--- config.mk ---
export PLATFORM = sky130hd
export DESIGN_NAME = dmem_arbiter
export DESIGN_NICKNAME = d
export VERILOG_FILES = /design/src/rtl/dmem_arbiter.sv
export SDC_FILE = /design/constraint.sdc
export NUM_CORES = 1
export LEC_CHECK = 0
export CAP_MARGIN = 20
export CORE_AREA = 2 2 117 119
export CTS_CLUSTER_SIZE = 40
export DETAILED_ROUTE_END_ITERATION = 8
export DIE_AREA = 0 0 119 121
export PLACE_DENSITY = 0.74
export SLEW_MARGIN = 5
export SYNTH_ARGS = -nofsm -noshare
export SYNTH_HDL_FRONTEND = slang
export SYNTH_SLANG_ARGS = --single-unit
--- constraint.sdc ---
create_clock -name clk -period 4.4 [get_ports clk]
set_clock_uncertainty 0.15 [all_clocks]
set_input_delay 1.1 -clock clk [delete_from_list [all_inputs] [get_ports clk]]
set_output_delay 1.1 -clock clk [all_outputs]
set_load 0.005 [all_outputs]
--- src/rtl/dmem_arbiter.sv ---
// Two-port arbiter in front of the single-port data memory: pipeline MEM stage (A)
// and loader/debug DMA (B). One access per cycle, responses returned registered.
module dmem_arbiter #(
  parameter int ADDR_W   = 32,
  parameter int DEPTH    = 1024,
  parameter int RR_MODE  = 0,
  parameter int MAX_WAIT = 4
) (
  input  logic              clk,
  input  logic              rst,
  input  logic              a_req_i,
  input  logic              a_we_i,
  input  logic [ADDR_W-1:0] a_addr_i,
  input  logic [31:0]       a_wdata_i,
  output logic              a_gnt_o,
  output logic              a_rvalid_o,
  output logic [31:0]       a_rdata_o,
  output logic              a_err_o,
  input  logic              b_req_i,
  input  logic              b_we_i,
  input  logic [ADDR_W-1:0] b_addr_i,
  input  logic [31:0]       b_wdata_i,
  output logic              b_gnt_o,
  output logic              b_rvalid_o,
  output logic [31:0]       b_rdata_o,
  output logic              b_err_o,
  output logic              mem_we_o,
  output logic [ADDR_W-1:0] mem_addr_o,
  output logic [31:0]       mem_wdata_o,
  input  logic [31:0]       mem_rdata_i
);

  localparam logic [ADDR_W-1:0] DEPTH_A    = ADDR_W'(DEPTH);
  localparam logic [3:0]        MAX_WAIT_C = 4'(MAX_WAIT);
  localparam logic              LG_A       = 1'b0;
  localparam logic              LG_B       = 1'b1;

  logic        last_grant_q, last_grant_d;
  logic [3:0]  wait_b_q, wait_b_d;
  logic        a_rvalid_q, a_rvalid_d, a_err_q, a_err_d;
  logic        b_rvalid_q, b_rvalid_d, b_err_q, b_err_d;
  logic [31:0] a_rdata_q, a_rdata_d, b_rdata_q, b_rdata_d;

  logic a_gnt, b_gnt;
  logic a_in_range, b_in_range;

  // Full-width compare: any set upper address bit makes the access out of range.
  assign a_in_range = (a_addr_i < DEPTH_A);
  assign b_in_range = (b_addr_i < DEPTH_A);

  always_comb begin
    a_gnt = 1'b0;
    b_gnt = 1'b0;
    if (!rst) begin
      if (a_req_i && b_req_i) begin
        if (RR_MODE != 0) begin
          if (last_grant_q == LG_A) b_gnt = 1'b1;
          else                      a_gnt = 1'b1;
        end else if (wait_b_q == MAX_WAIT_C) begin
          b_gnt = 1'b1;
        end else begin
          a_gnt = 1'b1;
        end
      end else begin
        a_gnt = a_req_i;
        b_gnt = b_req_i;
      end
    end
  end

  assign a_gnt_o     = a_gnt;
  assign b_gnt_o     = b_gnt;
  assign mem_addr_o  = b_gnt ? b_addr_i  : a_addr_i;
  assign mem_wdata_o = b_gnt ? b_wdata_i : a_wdata_i;
  assign mem_we_o    = (a_gnt & a_we_i & a_in_range) | (b_gnt & b_we_i & b_in_range);

  always_comb begin
    last_grant_d = last_grant_q;
    if (a_gnt) last_grant_d = LG_A;
    if (b_gnt) last_grant_d = LG_B;

    wait_b_d = 4'd0;
    if (b_req_i && !b_gnt)
      wait_b_d = (wait_b_q == MAX_WAIT_C) ? wait_b_q : wait_b_q + 4'd1;

    a_rvalid_d = a_gnt & ~a_we_i & a_in_range;
    a_err_d    = a_gnt & ~a_in_range;
    a_rdata_d  = a_rvalid_d ? mem_rdata_i : a_rdata_q;
    b_rvalid_d = b_gnt & ~b_we_i & b_in_range;
    b_err_d    = b_gnt & ~b_in_range;
    b_rdata_d  = b_rvalid_d ? mem_rdata_i : b_rdata_q;
  end

  // last_grant resets to B so that A wins the first contention.
  always_ff @(posedge clk or posedge rst) begin
    if (rst) begin
      last_grant_q <= LG_B;
      wait_b_q     <= 4'd0;
      a_rvalid_q   <= 1'b0;
      a_err_q      <= 1'b0;
      a_rdata_q    <= 32'd0;
      b_rvalid_q   <= 1'b0;
      b_err_q      <= 1'b0;
      b_rdata_q    <= 32'd0;
    end else begin
      last_grant_q <= last_grant_d;
      wait_b_q     <= wait_b_d;
      a_rvalid_q   <= a_rvalid_d;
      a_err_q      <= a_err_d;
      a_rdata_q    <= a_rdata_d;
      b_rvalid_q   <= b_rvalid_d;
      b_err_q      <= b_err_d;
      b_rdata_q    <= b_rdata_d;
    end
  end

  assign a_rvalid_o = a_rvalid_q;
  assign a_err_o    = a_err_q;
  assign a_rdata_o  = a_rdata_q;
  assign b_rvalid_o = b_rvalid_q;
  assign b_err_o    = b_err_q;
  assign b_rdata_o  = b_rdata_q;

endmodule

**Run 1: nets reached from selected ports**

Bar = 20 um.
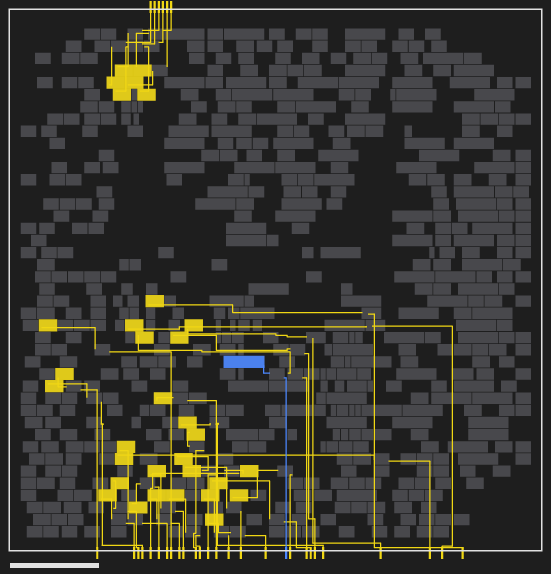
| port | color | bits | direction | edge | end cells | buffers | wire |
|---|---|---|---|---|---|---|---|
| mem_addr_o | yellow | 32 | output | 26 south, 6 north | 32 | 32 | 1330 um |
| a_rvalid_o | blue | 1 | output | south | 1 | 1 | 41.8 um |

**Run 1: signal wires by layer**

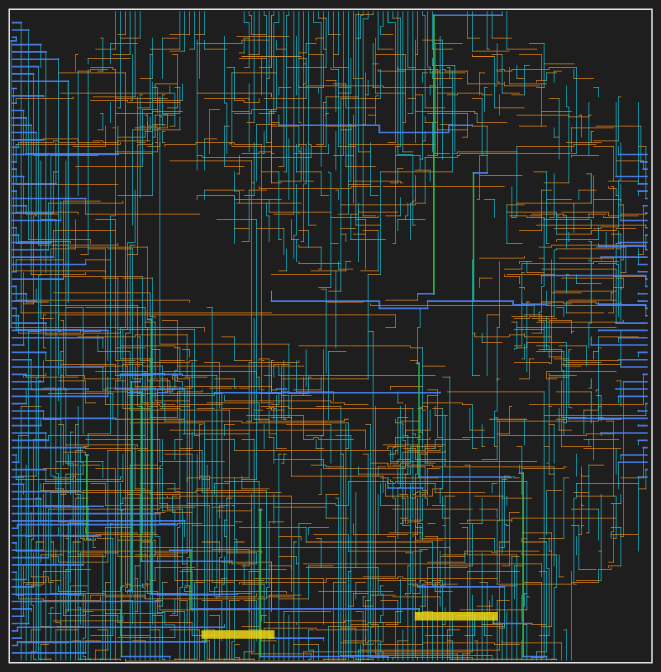
| layer | color | wire length |
|---|---|---|
| met2 | cyan | 9270 um |
| met5 | yellow | 25.8 um |
| met1 | orange | 6280 um |
| met3 | blue | 1230 um |
| met4 | green | 337 um |
total routed wirelength: 17.1 mm
total via count after detailed routing: 3545
Total Routing Usage GR: 23.4%

==> run summary, run 1 <==
Notes on the flow run.

- The run finished with clean final reports.
- The number of stages on the worst hold path is 1, for reference.
- The starting density of the core is 28.0%, for reference.
- According to the I/O placement log, the pin count is roughly 300.
- The worst setup path is captured at an output pin.
- The clock network accounts for 38.2% of the total power.
- The simple-gate share of the synthesized area is 6.04%, for reference.
- The count of cells along the worst register-to-register path is 8, for reference.
- Per the cell usage report, the commonest logic cells after layout are sky130_fd_sc_hd__clkdlybuf4s50_1 (296), sky130_fd_sc_hd__mux2_2 (124), sky130_fd_sc_hd__dfrtp_1 (72), sky130_fd_sc_hd__buf_4 (17), sky130_fd_sc_hd__nor4_1 (13).
- The largest total area in the synthesized netlist belongs to sky130_fd_sc_hd__dfrtp_1.
- By count the netlist is led by sky130_fd_sc_hd__mux2_2 (124), sky130_fd_sc_hd__dfrtp_1 (72), sky130_fd_sc_hd__nor4_1 (13).
- The average cell area after synthesis is 13.9 um2, for reference.
- Dividing total power by cell area gives a power density of 234 nW/um2.
- The switching portion of total power is between 20% and 30%, for reference.
- The estimated wirelength of the detail-placed design is 14.7 mm, for reference.
- Subtracting the final worst setup slack from the clock period gives between 4 and 5 ns.
- The total number of tap cells is 176, for reference.
- The busiest layer in global routing is met2, for reference.
- In this run the vertical extent of the chip is 121 um.
- The overall die size recorded for this design is 14400 um2.
- The clock reaches the later pin of the worst-skew pair after 0.33 ns.
- The final timing report counts setup violations totalling 0.
- Across the whole layout, multi-input logic makes up 23.9% of the cell area.
- Per the post-place timing report, worst setup slack is -0.0336 ns.
- Looking at the hold checks, the worst path lands on b_rdata_o[24].
- The number of rows in the core area is ~42, for reference.
- At the end of the flow, the number of nets in the layout was 751.
- Headroom to the max-slew limit came out at between 40 and 50%.
- The die is roughly 120 um wide.
- The post-synth count of flops with an enable pin is 0.
- Including well taps, the total number of placed cells is 748.
- Using the TritonRoute via totals, the vias-per-cell ratio works out to 4.64.
- According to the hold report, the worst path is of the flip-flop to flip-flop type.
- The fraction of layout cells with a size suffix above 1 is 27.7%, for reference.
- Looking at the worst setup and hold paths, the clock pins of their registers show a slew of 0.05 ns.
- In the finished design the tool counted flip-flops and latches totalling just over 70.
- After detailed routing, no signal wire sits above met5.
- The max-capacitance violation count is 0, for reference.
- The portion of netlist area occupied by mux cells is 39.6%, for reference.
- The slew at the pin closest to its max-slew limit is 0.896 ns, for reference.
- The endpoint of the most critical register-to-register path is b_rdata_o[28], for reference.
**Run 1: placed cells, one color a class**

Fill, decap, tap and diode cells in gray.
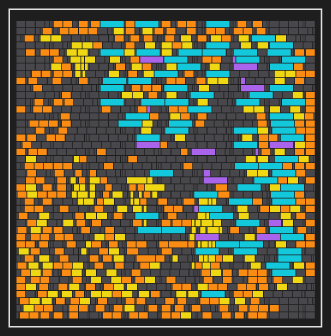
| class | color | cells |
|---|---|---|
| flops | cyan | 72 |
| clock drivers and dummy loads | purple | 16 |
| other buffers and delay cells | orange | 321 |
| all other logic | yellow | 179 |

==> run 2, diff against run 1 <==
Settings changed: TNS_END_PERCENT set to 5.
**Run 2: cell sizes after repair**

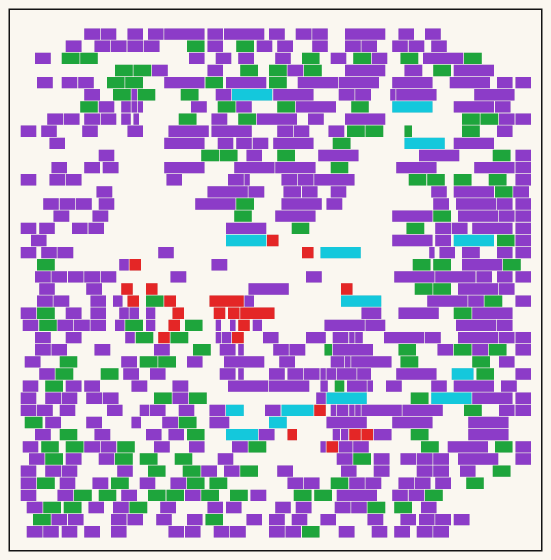
| size | color | cells | most used |
|---|---|---|---|
| drive 2 | green | 127 | mux2_2 |
| drive 3 to 4 | red | 22 | buf_4 |
| drive 6 and up | cyan | 14 | clkbuf_16 |
| drive 1 or less | purple | 425 | clkdlybuf4s50_1 |

==> run 2 against run 1 <==
  * Routed wire length unchanged
  * First-iteration DRC count unchanged
  * Final area unchanged
  * Register-to-register slack about the same
  * Non-clock buffer count unchanged
  * Sequential share of layout area unchanged
  * Clock power about the same
  * Synthesized area unchanged
  * Die size unchanged
  * Critical endpoint unchanged
==> run summary, run 2 <==
Notes on the flow run.

- The number of nets at the end of the flow is around 750, for reference.
- The routability congestion estimate from global placement is 0.962, for reference.
- The number of global-route vias before repair is between 3000 and 4000, for reference.
- Per the summary, power density relative to cell area is 234 nW/um2.
- The largest area contributor in the netlist is sky130_fd_sc_hd__dfrtp_1, for reference.
- The wire length after detailed routing is 17.1 mm, for reference.
- The reported combinational group power is 0.000384 W, for reference.
- The max-capacitance violation count is 0, for reference.
- After synthesis, the most frequently instantiated cells are sky130_fd_sc_hd__mux2_2 (124), sky130_fd_sc_hd__dfrtp_1 (72), sky130_fd_sc_hd__nor4_1 (13).
- The setup slack at placement is -0.0336 ns, for reference.
- The biggest power consumer among the groups is registers, for reference.
- In this run, placement finished with an instance count of 748.
- Of the total power, the clock network draws 38.2%.
- The clock period could shrink to 4.36 ns.
- On the reported timing paths, the clock transition at the registers reads 0.05 ns.
- The routed design shows a via density per instance of 4.64.
- The area of the chip is about 14000 um2, for reference.
- The post-CTS setup buffer count is 0, for reference.
- Summing over every cut layer, the via total after detailed routing is 3545.
- The number of buffers between clock root and the deepest sink is 2, for reference.
- Per the cell usage report, the commonest logic cells after layout are sky130_fd_sc_hd__clkdlybuf4s50_1 (296), sky130_fd_sc_hd__mux2_2 (124), sky130_fd_sc_hd__dfrtp_1 (72), sky130_fd_sc_hd__buf_4 (17), sky130_fd_sc_hd__nor4_1 (13).
- The end point of the most critical hold path is b_rdata_o[24], for reference.
- The worst hold path belongs to the class flip-flop to flip-flop.
- The clock latency reported for the late side of the worst-skew pair is 0.33 ns, for reference.
- After detailed routing, no signal wire sits above met5.
- The endpoint of the most critical register-to-register path is b_rdata_o[28], for reference.
- Yosys mapped a number of flops with a built-in enable equal to 0.
- Summed over all routing layers, the global router reports a total usage of 23.4%.
- The flow ran to the end, and the final reports show no timing, DRC or antenna violations.
- Non-clock buffers make up 44.1% of the layout cell area.
- Per the layout area report, the combinational fraction of cell area is between 20% and 30%.
- The die width is 119 um, for reference.
- In this run the clock root is driven by a sky130_fd_sc_hd__clkbuf_16.
- The total number of tap cells is 176, for reference.
- The fraction of layout cells with a size suffix above 1 is 27.7%, for reference.
- The busiest layer in global routing is met2, for reference.
- The area taken by multi-input combinational cells is reported as 1740 um2.
- The kind of capture point of the worst setup path is an output pin, for reference.
- The estimated wirelength of the detail-placed design is 14.7 mm, for reference.
- The post-route clock period utilization is 99.1%, for reference.
- The portion of synthesized area spent on multiplexers is 39.6%.
- The final timing report counts setup violations totalling 0.
- The vertical die dimension reported for this design is roughly 120 um.
- The switching portion of total power is 22.5%, for reference.
- Across all checked pins, the minimum headroom to the slew limit is 40.3%.
- The count of cells along the worst register-to-register path is 8, for reference.
- The final instance area is 7270 um2, for reference.
- The slew at the pin closest to its max-slew limit is ~0.9 ns, for reference.
**Run 2: cell outlines without signal wires**

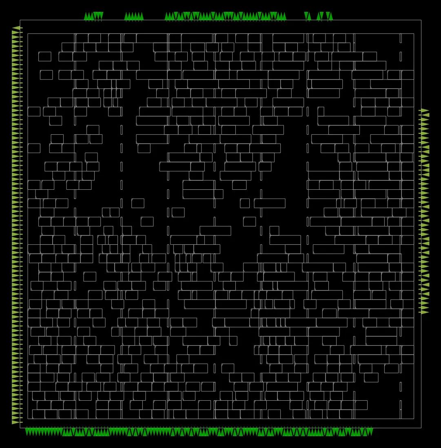
placeable core area: 13100 um2
seq_cells: 72
Core Rows: 42
total of fill cells in the finished design: 1109

**Run 2: placed cells, one color a class**

Fill, decap, tap and diode cells in gray.
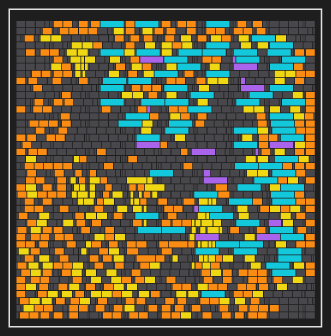

==> run 3, diff against run 2 <==
Settings changed: PLACE_DENSITY 0.74 to not set, PLACE_DENSITY_LB_ADDON set to 0.25.
**Run 3: placed cells, one color a class**

Fill, decap, tap and diode cells in gray.
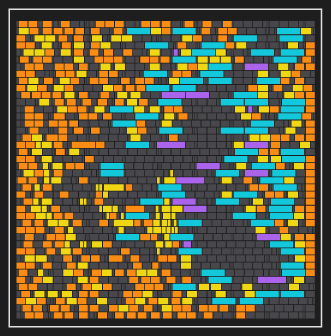
| class | color | cells |
|---|---|---|
| all other logic | yellow | 179 |
| other buffers and delay cells | orange | 311 |
| clock drivers and dummy loads | purple | 15 |
| flops | cyan | 72 |

==> run 3 against run 2 <==
  * Sequential cell count unchanged
  * First-iteration DRC count down 33%
  * Worst hold slack lost 0.0078 ns
  * Global-route usage is 4.2 points lower
  * Worst setup slack better by 0.020 ns
  * Register-to-register slack worse by 0.14 ns
  * Synthesized area did not move
  * Clock-buffer cell count down 4
  * Non-clock buffer count decreased by 10
  * Combinational power decreased by 5.2%
  * Sequential power barely moved
==> run summary, run 3 <==
Notes on the flow run.

- The layout stage reports a final design area of 7270 um2.
- In this run the deepest clock path goes through 2 buffers.
- Post-CTS timing repair inserted 0 buffers for setup.
- The worst hold path class is flip-flop to flip-flop, for reference.
- The pin closest to its max-slew limit shows a slew of 0.910 ns.
- According to the floorplan log, the row count is 42.
- The portion of netlist area occupied by mux cells is around two fifths, for reference.
- The number of nets at the end of the flow is between 700 and 800, for reference.
- The max-capacitance violation count is 0, for reference.
- The final-report setup violation count is 0, for reference.
- The relative max-transition margin is between 30 and 40%, for reference.
- The top cell types in the final layout, fill and taps aside, are sky130_fd_sc_hd__clkdlybuf4s50_1 (298), sky130_fd_sc_hd__mux2_2 (124), sky130_fd_sc_hd__dfrtp_1 (72), sky130_fd_sc_hd__nor4_1 (12), sky130_fd_sc_hd__clkbuf_16 (10).
- The flow ran to the end, and the final reports show no timing, DRC or antenna violations.
- The top metal layer carrying routed signals is met4, for reference.
- Of all cell types, the one taking the most synthesized area is sky130_fd_sc_hd__dfrtp_1.
- The count of sequential standard cells is 72, for reference.
- The fraction of standard cell area in multi-input logic is a little under a quarter, for reference.
- The area of the core region is roughly 13000 um2, for reference.
- The cell count after placement is about 740, for reference.
- Non-clock buffers make up between 40% and 50% of the layout cell area.
- The setup slack at placement is 0.0148 ns, for reference.
- The script computed the net switching share of total power as 20.8%.
- The tree is rooted in a sky130_fd_sc_hd__clkbuf_16.
- Counting flops with a built-in enable in the synthesized netlist gives 0.
- After its last routability iteration, the placer logged a weighted congestion of 0.830.
**Run 3: signal wires by layer**

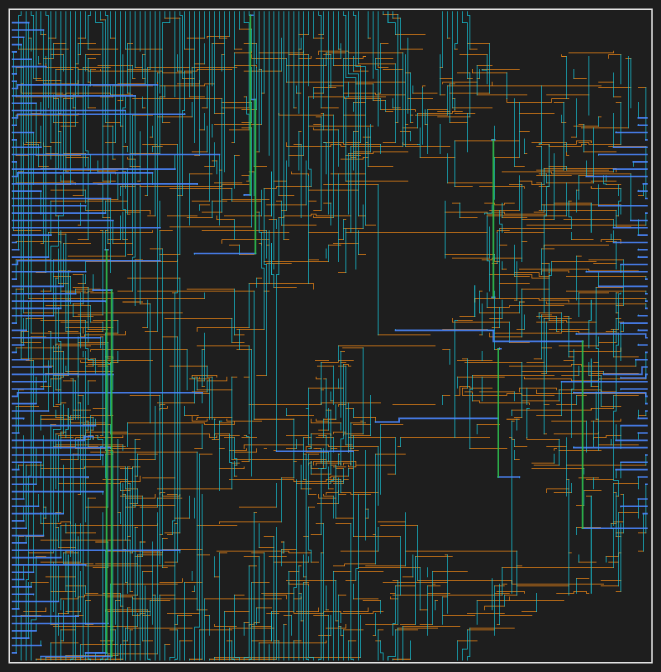
| layer | color | wire length |
|---|---|---|
| met4 | green | 292 um |
| met1 | orange | 4890 um |
| met3 | blue | 1210 um |
| met2 | cyan | 7870 um |
Avg WL per Cell: 18.9 um
Total Routing Usage GR: 19.2%

Power is estimated from default activity; no workload was simulated.
